### config.mk
export PLATFORM = sky130hd
export DESIGN_NAME = hazard_ctrl
export DESIGN_NICKNAME = d
export VERILOG_FILES = /design/src/rtl/hazard_pkg.sv /design/src/rtl/hazard_scoreboard.sv /design/src/rtl/hazard_ctrl.sv
export SDC_FILE = /design/constraint.sdc
export NUM_CORES = 1
export LEC_CHECK = 0
export CAP_MARGIN = 15
export CORE_MARGIN = 3
export CORE_UTILIZATION = 52
export CTS_CLUSTER_DIAMETER = 150
export CTS_CLUSTER_SIZE = 20
export DETAILED_ROUTE_END_ITERATION = 7
export PLACE_DENSITY_LB_ADDON = 0.2
export SYNTH_ARGS = -nofsm -noshare
export SYNTH_HDL_FRONTEND = slang
export SYNTH_SLANG_ARGS = --single-unit
### constraint.sdc
create_clock -name clk -period 3.8 [get_ports clk]
set_input_delay 0.76 -clock clk [delete_from_list [all_inputs] [get_ports clk]]
set_output_delay 0.76 -clock clk [all_outputs]
set_load 0.02 [all_outputs]
### src/rtl/hazard_pkg.sv
// hazard_pkg: shared state encodings and scoreboard entry layout for the hazard controller
package hazard_pkg;
    typedef enum logic [1:0] {RUN = 2'd0, DRAIN = 2'd1, HALTED = 2'd2} state_t;
    typedef struct packed {
        logic       v;
        logic [2:0] rd;
    } sb_entry_t;
    localparam int SB_W = $bits(sb_entry_t);
endpackage

### src/rtl/hazard_scoreboard.sv
// hazard_scoreboard: in-flight destination shift register, matched against two decode sources
module hazard_scoreboard
    import hazard_pkg::*;
#(
    parameter int DEPTH = 3,
    parameter int CHECK = 2
) (
    input  logic            clk,
    input  logic            rst,
    input  logic            freeze,
    input  logic [SB_W-1:0] entry,
    input  logic [2:0]      rs,
    input  logic            rs_used,
    input  logic [2:0]      rt,
    input  logic            rt_used,
    output logic            match
);
    sb_entry_t sb [DEPTH];

    always_ff @(posedge clk) begin
        if (rst) begin
            for (int k = 0; k < DEPTH; k++) sb[k] <= '0;
        end else if (!freeze) begin
            sb[0] <= sb_entry_t'(entry);
            for (int k = 1; k < DEPTH; k++) sb[k] <= sb[k-1];
        end
    end

    // only the youngest CHECK entries can still be ahead of the regfile read
    always_comb begin
        match = 1'b0;
        for (int i = 0; i < CHECK; i++)
            if (sb[i].v && ((rs_used && sb[i].rd == rs) || (rt_used && sb[i].rd == rt)))
                match = 1'b1;
    end
endmodule

### src/rtl/hazard_ctrl.sv
// hazard_ctrl: stall/flush/drain control for the forwarding-less pipeline
module hazard_ctrl
    import hazard_pkg::*;
#(
    parameter int DEPTH     = 3,
    parameter int BYPASS_WB = 1,
    parameter int CNT_W     = 16
) (
    input  logic             clk,
    input  logic             rst,
    input  logic             dec_valid,
    input  logic [2:0]       dec_rs,
    input  logic             dec_rs_used,
    input  logic [2:0]       dec_rt,
    input  logic             dec_rt_used,
    input  logic             dec_RegWrite,
    input  logic [2:0]       dec_Write_Register,
    input  logic             dec_Halt,
    input  logic             ex_redirect,
    input  logic             mem_stall,
    output logic             pc_stall,
    output logic             if_id_stall,
    output logic             if_id_Flush,
    output logic             Flush,
    output logic             pipe_freeze,
    output logic             halted,
    output logic [CNT_W-1:0] stall_cycles
);
    localparam int CHECK = BYPASS_WB != 0 ? DEPTH - 1 : DEPTH;
    localparam int DC_W  = $clog2(DEPTH + 1);

    state_t          state;
    logic [DC_W-1:0] drain_cnt;
    logic            match, raw, issue, halt_issue;
    logic [SB_W-1:0] sb_in;

    assign raw        = dec_valid && state == RUN && match;
    assign issue      = dec_valid && !ex_redirect && !raw && state == RUN;
    assign halt_issue = issue && dec_Halt;
    assign sb_in      = issue ? {dec_RegWrite, dec_Write_Register} : '0;

    hazard_scoreboard #(.DEPTH(DEPTH), .CHECK(CHECK)) u_sb (
        .clk     (clk),
        .rst     (rst),
        .freeze  (mem_stall),
        .entry   (sb_in),
        .rs      (dec_rs),
        .rs_used (dec_rs_used),
        .rt      (dec_rt),
        .rt_used (dec_rt_used),
        .match   (match)
    );

    always_comb begin
        pc_stall    = 1'b0;
        if_id_stall = 1'b0;
        if_id_Flush = 1'b0;
        Flush       = 1'b0;
        pipe_freeze = 1'b0;
        halted      = !rst && state == HALTED;
        if (rst) begin
            halted = 1'b0;
        end else if (mem_stall) begin
            pc_stall    = 1'b1;
            if_id_stall = 1'b1;
            pipe_freeze = 1'b1;
        end else if (state != RUN) begin
            // redirects are ignored once HALT is in flight
            pc_stall    = 1'b1;
            if_id_Flush = 1'b1;
            Flush       = 1'b1;
            if_id_stall = state == HALTED;
        end else if (ex_redirect) begin
            if_id_Flush = 1'b1;
            Flush       = 1'b1;
        end else if (raw) begin
            pc_stall    = 1'b1;
            if_id_stall = 1'b1;
            Flush       = 1'b1;
        end
    end

    always_ff @(posedge clk) begin
        if (rst) begin
            state        <= RUN;
            drain_cnt    <= '0;
            stall_cycles <= '0;
        end else begin
            if (state == RUN && pc_stall && !(&stall_cycles))
                stall_cycles <= stall_cycles + 1'b1;
            if (!mem_stall) begin
                if (halt_issue) begin
                    state     <= DRAIN;
                    drain_cnt <= DC_W'(DEPTH);
                end else if (state == DRAIN) begin
                    drain_cnt <= drain_cnt - 1'b1;
                    if (drain_cnt == DC_W'(1)) state <= HALTED;
                end
            end
        end
    end
endmodule

==> run_1/pins.png <==
Drawn at 4 px/um. Pins as bars across the die edge, other pins in gray.
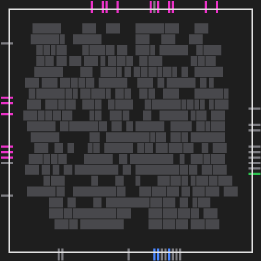
[stall_cycles] magenta | pins: 16 | direction: output | edge: 10 north, 6 west
[dec_rs] blue | pins: 3 | direction: input | edge: south
[Flush] green | pins: 1 | direction: output | edge: east
all pins by edge: 11 south, 11 north, 9 east, 9 west

==> run_1/port_nets.png <==
Drawn at 6 px/um.
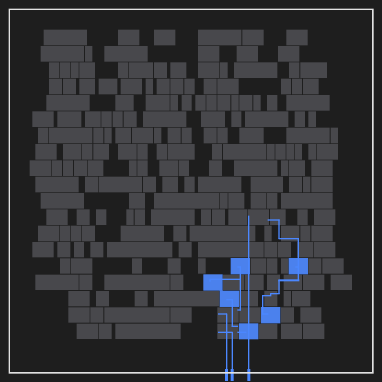
[dec_rs] blue | bits: 3 | direction: input | end cells: 6 | buffers: 3 | wire: 94.2 um

==> impl_metrics.json, run 1 <==
{
  "internal-power_uw": 401,
  "nNonClkBuffers": 42,
  "preCtsSetupSlack_ps": 311,
  "power_density_mw_per_mm2": 269,
  "cpMaxStageDelayCell": "clkdlybuf4s50_1",
  "final_cell_mix": "clkdlybuf4s50_1 (39), dfxtp_1 (20), a21oi_1 (19)",
  "sh_seq_area_pct": 32.2,
  "rsz0062_at_grt": "false",
  "critPathMaxStageDelay_ps": 630,
  "warnings": 26,
  "first_pass_iters": 4,
  "crit_fanout": 3,
  "reg2reg_depth": 7,
  "dieArea_mm2": 0.00364,
  "ant_nets": 0,
  "biggestCellCategory": "logic gates",
  "area_delta_synth_final_pct": 29.4,
  "logic_area_um2": 862,
  "lay_top_count": "clkdlybuf4s50_1",
  "cts_buffers": 3,
  "top_logic_kind": "simple AND/OR/NAND/NOR gates",
  "fin_crit_sh_pct": 92.8,
  "finClkSkew_ps": 1.83,
  "fin_ws_ps": 274,
  "report.final.slew_viol_count": 0,
  "hold_buffers": 0,
  "num-nonclk-inverters": 2,
  "ir_drop_v": 0.000316,
  "sh_comb_area_pct": 43.4,
  "fillCellCount": 233,
  "insertion_delay_ps": 320,
  "comb_power_uw": 87.1,
  "crit_path_end_kind": "primary output",
  "clk_pin_slew_worst_paths_ps": 140,
  "ys_warn_count": 0,
  "antenna_found_initial": 0,
  "grt_pass1_vias": 1384,
  "outcome": "completed",
  "synth_seq_share_pct": 41.7,
  "tapCellCount": 31,
  "cts.repair.resized": 0,
  "fmax_ghz": 0.284,
  "clock_cell_area_share_pct": 1.32
}
==> run_1/registers.png <==
Drawn at 4 px/um.
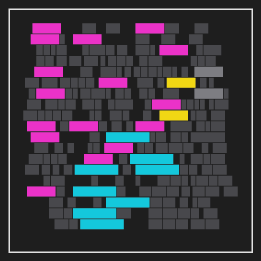
[stall_cycles] magenta | placed flops: 16
[state] yellow | placed flops: 2
[u_sb.sb] cyan | placed flops: 8

==> run_1/metal_stack.png <==
Drawn at 6 px/um.
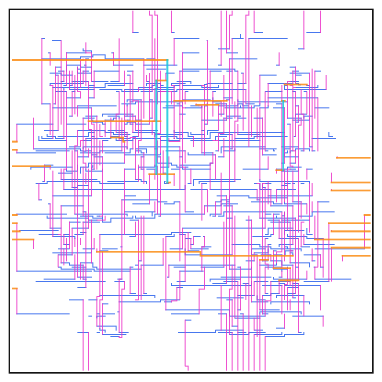
[met4] cyan | wire length: 47.6 um
[met2] magenta | wire length: 1840 um
[met1] blue | wire length: 1510 um
[met3] orange | wire length: 171 um

-- run 1: metal layers --
layer / up-vias / GRT usage (%) / share of wire (%)
li1: 712 / - / -
met1: 670 / 26.9 / 42
met2: 42 / 38.3 / 52
met3: 6 / 2.55 / 4.8
met4: 0 / 7.91 / 1.3
met5: - / 0 / 0
-- run 1: final timing paths --
check	to	slack (ps)
setup / recovery	Flush	270
hold / removal	stall_cycles[15]	510
setup reg to reg	stall_cycles[7]	1570
hold reg to reg	stall_cycles[15]	510
-- run 1: tightest hold or removal path: stages (launching register included) --
cell and delay (ps):
dfxtp_1 350, o21ai_0 70, a21oi_1 60
-- run 1: registers in the layout (all words and copies together) (netlist names) --
| signal | cells |
|---|---|
| drain_cnt | 2 |
| state | 2 |
| u_sb.sb | 8 |
| stall_cycles | 16 |
==> run 1 -> run 2 <==
--- a/config.mk
+++ b/config.mk
@@ -11,7 +11,7 @@
 export CTS_CLUSTER_DIAMETER = 150
 export CTS_CLUSTER_SIZE = 20
 export DETAILED_ROUTE_END_ITERATION = 7
-export PLACE_DENSITY_LB_ADDON = 0.2
+export PLACE_DENSITY = 0.85
 export SYNTH_ARGS = -nofsm -noshare
 export SYNTH_HDL_FRONTEND = slang
 export SYNTH_SLANG_ARGS = --single-unit
==> run_2/registers.png <==
Drawn at 4 px/um.
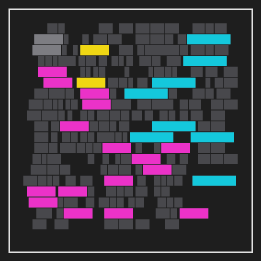
[u_sb.sb] cyan | placed flops: 8
[state] yellow | placed flops: 2
[stall_cycles] magenta | placed flops: 16

==> run_2/final_congestion.png <==
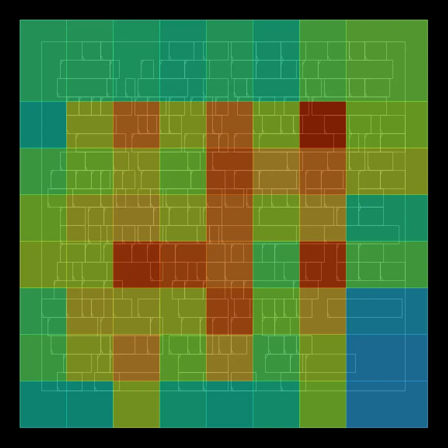
met2 usage: 38.9%
gr busiest metal: met2
met1 Use GR: 26.4%

==> impl_metrics.json, run 2 <==
{
  "outcome": "completed",
  "fin_crit_sh_pct": 95.5,
  "top_logic_kind": "simple AND/OR/NAND/NOR gates",
  "largest_reg_flops": 16,
  "ant_nets": 0,
  "comb_power_uw": 87.8,
  "internal-power_uw": 419,
  "warnings": 26,
  "dieArea_mm2": 0.00364,
  "fin_ws_ps": 171,
  "report.final.slew_viol_count": 0,
  "sh_seq_area_pct": 32.2,
  "r2r_end": "stall_cycles[7]",
  "cpMaxStageDelayCell": "clkdlybuf4s50_1",
  "tapCellCount": 31,
  "cts.repair.resized": 0,
  "ys_warn_count": 0,
  "finClkSkew_ps": 2.32,
  "largest_register": "stall_cycles",
  "reg2reg_depth": 7,
  "ir_drop_v": 0.000202,
  "area_delta_synth_final_pct": 29.6,
  "crit_fanout": 3,
  "biggestCellCategory": "logic gates",
  "top_layer": "met4",
  "final_cell_mix": "clkdlybuf4s50_1 (39), dfxtp_1 (20), a21oi_1 (19)"
}
==> run 2: cell types whose count changed in the layout (fill, tap and decap cells not counted), sizes merged <==
| cell | before | now |
|---|---|---|
| buf | 3 | 2 |
==> run 2: worst max-delay path by stage <==
stage	start	end	slack [ps]	cells after the start
finish	dec_rt[0]	Flush	170	8
global route	dec_rt[0]	Flush	80	8
CTS	dec_rt[0]	Flush	180	8
detailed placement	dec_rt[0]	Flush	180	8
global placement	dec_rt[1]	Flush	370	8
floorplan	ex_redirect	pc_stall	1100	7
==> run 2: layer usage <==
metal | vias up | global-route usage (%)
met5 | - | 0
met4 | 0 | 5.70
met3 | 7 | 2.55
met2 | 35 | 38.9
met1 | 673 | 26.4
li1 | 705 | -
==> run 2 -> run 3 <==
--- a/config.mk
+++ b/config.mk
@@ -6,7 +6,6 @@
 export NUM_CORES = 1
 export LEC_CHECK = 0
 export CAP_MARGIN = 15
-export CORE_MARGIN = 3
 export CORE_UTILIZATION = 52
 export CTS_CLUSTER_DIAMETER = 150
 export CTS_CLUSTER_SIZE = 20
==> run_3/final_congestion.png <==
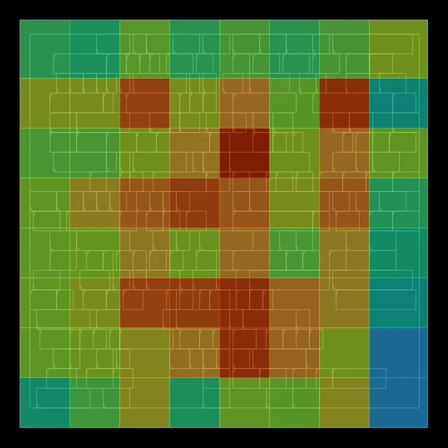
GRT Overall Usage: 23.7%
met1 Use GR: 29.7%
DR WL/cell: 14.6 um

==> run_3/pins.png <==
Drawn at 4 px/um. Pins as bars across the die edge, other pins in gray.
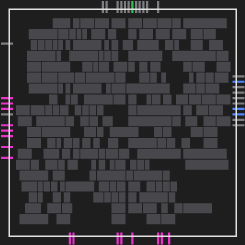
PortBufs: 39
Die X: 56.4 um

==> impl_metrics.json, run 3 <==
{
  "outcome": "completed",
  "area_delta_synth_final_pct": 29.4,
  "warnings": 26,
  "async_flop_share_pct": 0,
  "finalHoldViolations": 0,
  "crit_fanout": 3,
  "r2r_start": "state[0]",
  "ir_drop_v": 0.000284,
  "holdPathEnd": "stall_cycles[14]",
  "cts.repair.resized": 0,
  "syn_area_mm2": 0.00154,
  "top_logic_kind": "simple AND/OR/NAND/NOR gates",
  "ys_warn_count": 0,
  "r2r_setup_slack_ps": 1600,
  "cts_tree": "yes",
  "powerClk_uw": 124,
  "clkbuf_count": 3,
  "via_per_inst": 5.90,
  "fin_ws_ps": 250,
  "ant_nets": 0,
  "biggestCellCategory": "logic gates",
  "fin_crit_sh_pct": 93.4,
  "sh_seq_area_pct": 32.2,
  "holdWs_ps": 521,
  "power.group.top": "sequential cells",
  "reg2reg_depth": 7,
  "clk_pin_slew_worst_paths_ps": 150,
  "tapCellCount": 31,
  "syn-num-nets": 191,
  "dieArea_mm2": 0.00318,
  "largest_reg_flops": 16,
  "clock_cell_area_share_pct": 1.32,
  "insertion_delay_ps": 320,
  "critPathArrivalTime_ps": 2790,
  "r2r_end": "stall_cycles[7]",
  "finClkSkew_ps": 4.30,
  "comb_power_uw": 86.7,
  "final_cell_mix": "clkdlybuf4s50_1 (39), dfxtp_1 (20), a21oi_1 (19)",
  "edf_count": 8,
  "drc_errors": 0,
  "internal-power_uw": 399,
  "cpMaxStageDelayCell": "clkdlybuf4s50_1",
  "area_share_nonclk_buffers_pct": 20.8,
  "top_area_share_pct": 26.1,
  "report.final.slew_viol_count": 0,
  "swShare_pct": 25.4,
  "layout-drive-gt1-share_pct": 6.64,
  "largest_register": "stall_cycles"
}
## run 3: cell counts after synthesis
Identical to the previous run, type by type.
## run 3: how the worst max path moves through the flow
stage | startpoint | end | slack, ps | cells past startpoint
after floorplan | ex_redirect | pc_stall | 1100 | 7
after global placement | dec_rt[1] | Flush | 370 | 8
after detailed placement | dec_rt[1] | Flush | 260 | 8
after CTS | dec_rt[1] | Flush | 240 | 8
after global routing | dec_rt[1] | Flush | 140 | 8
final | dec_rt[1] | Flush | 250 | 8
## run 3: metal layers
metal	up-vias	global-route usage [%]	share of wire, %
li1	707	-	-
met1	672	29.7	44
met2	44	41.5	50
met3	6	4.15	4.7
met4	0	6.97	1.0
met5	-	0	0
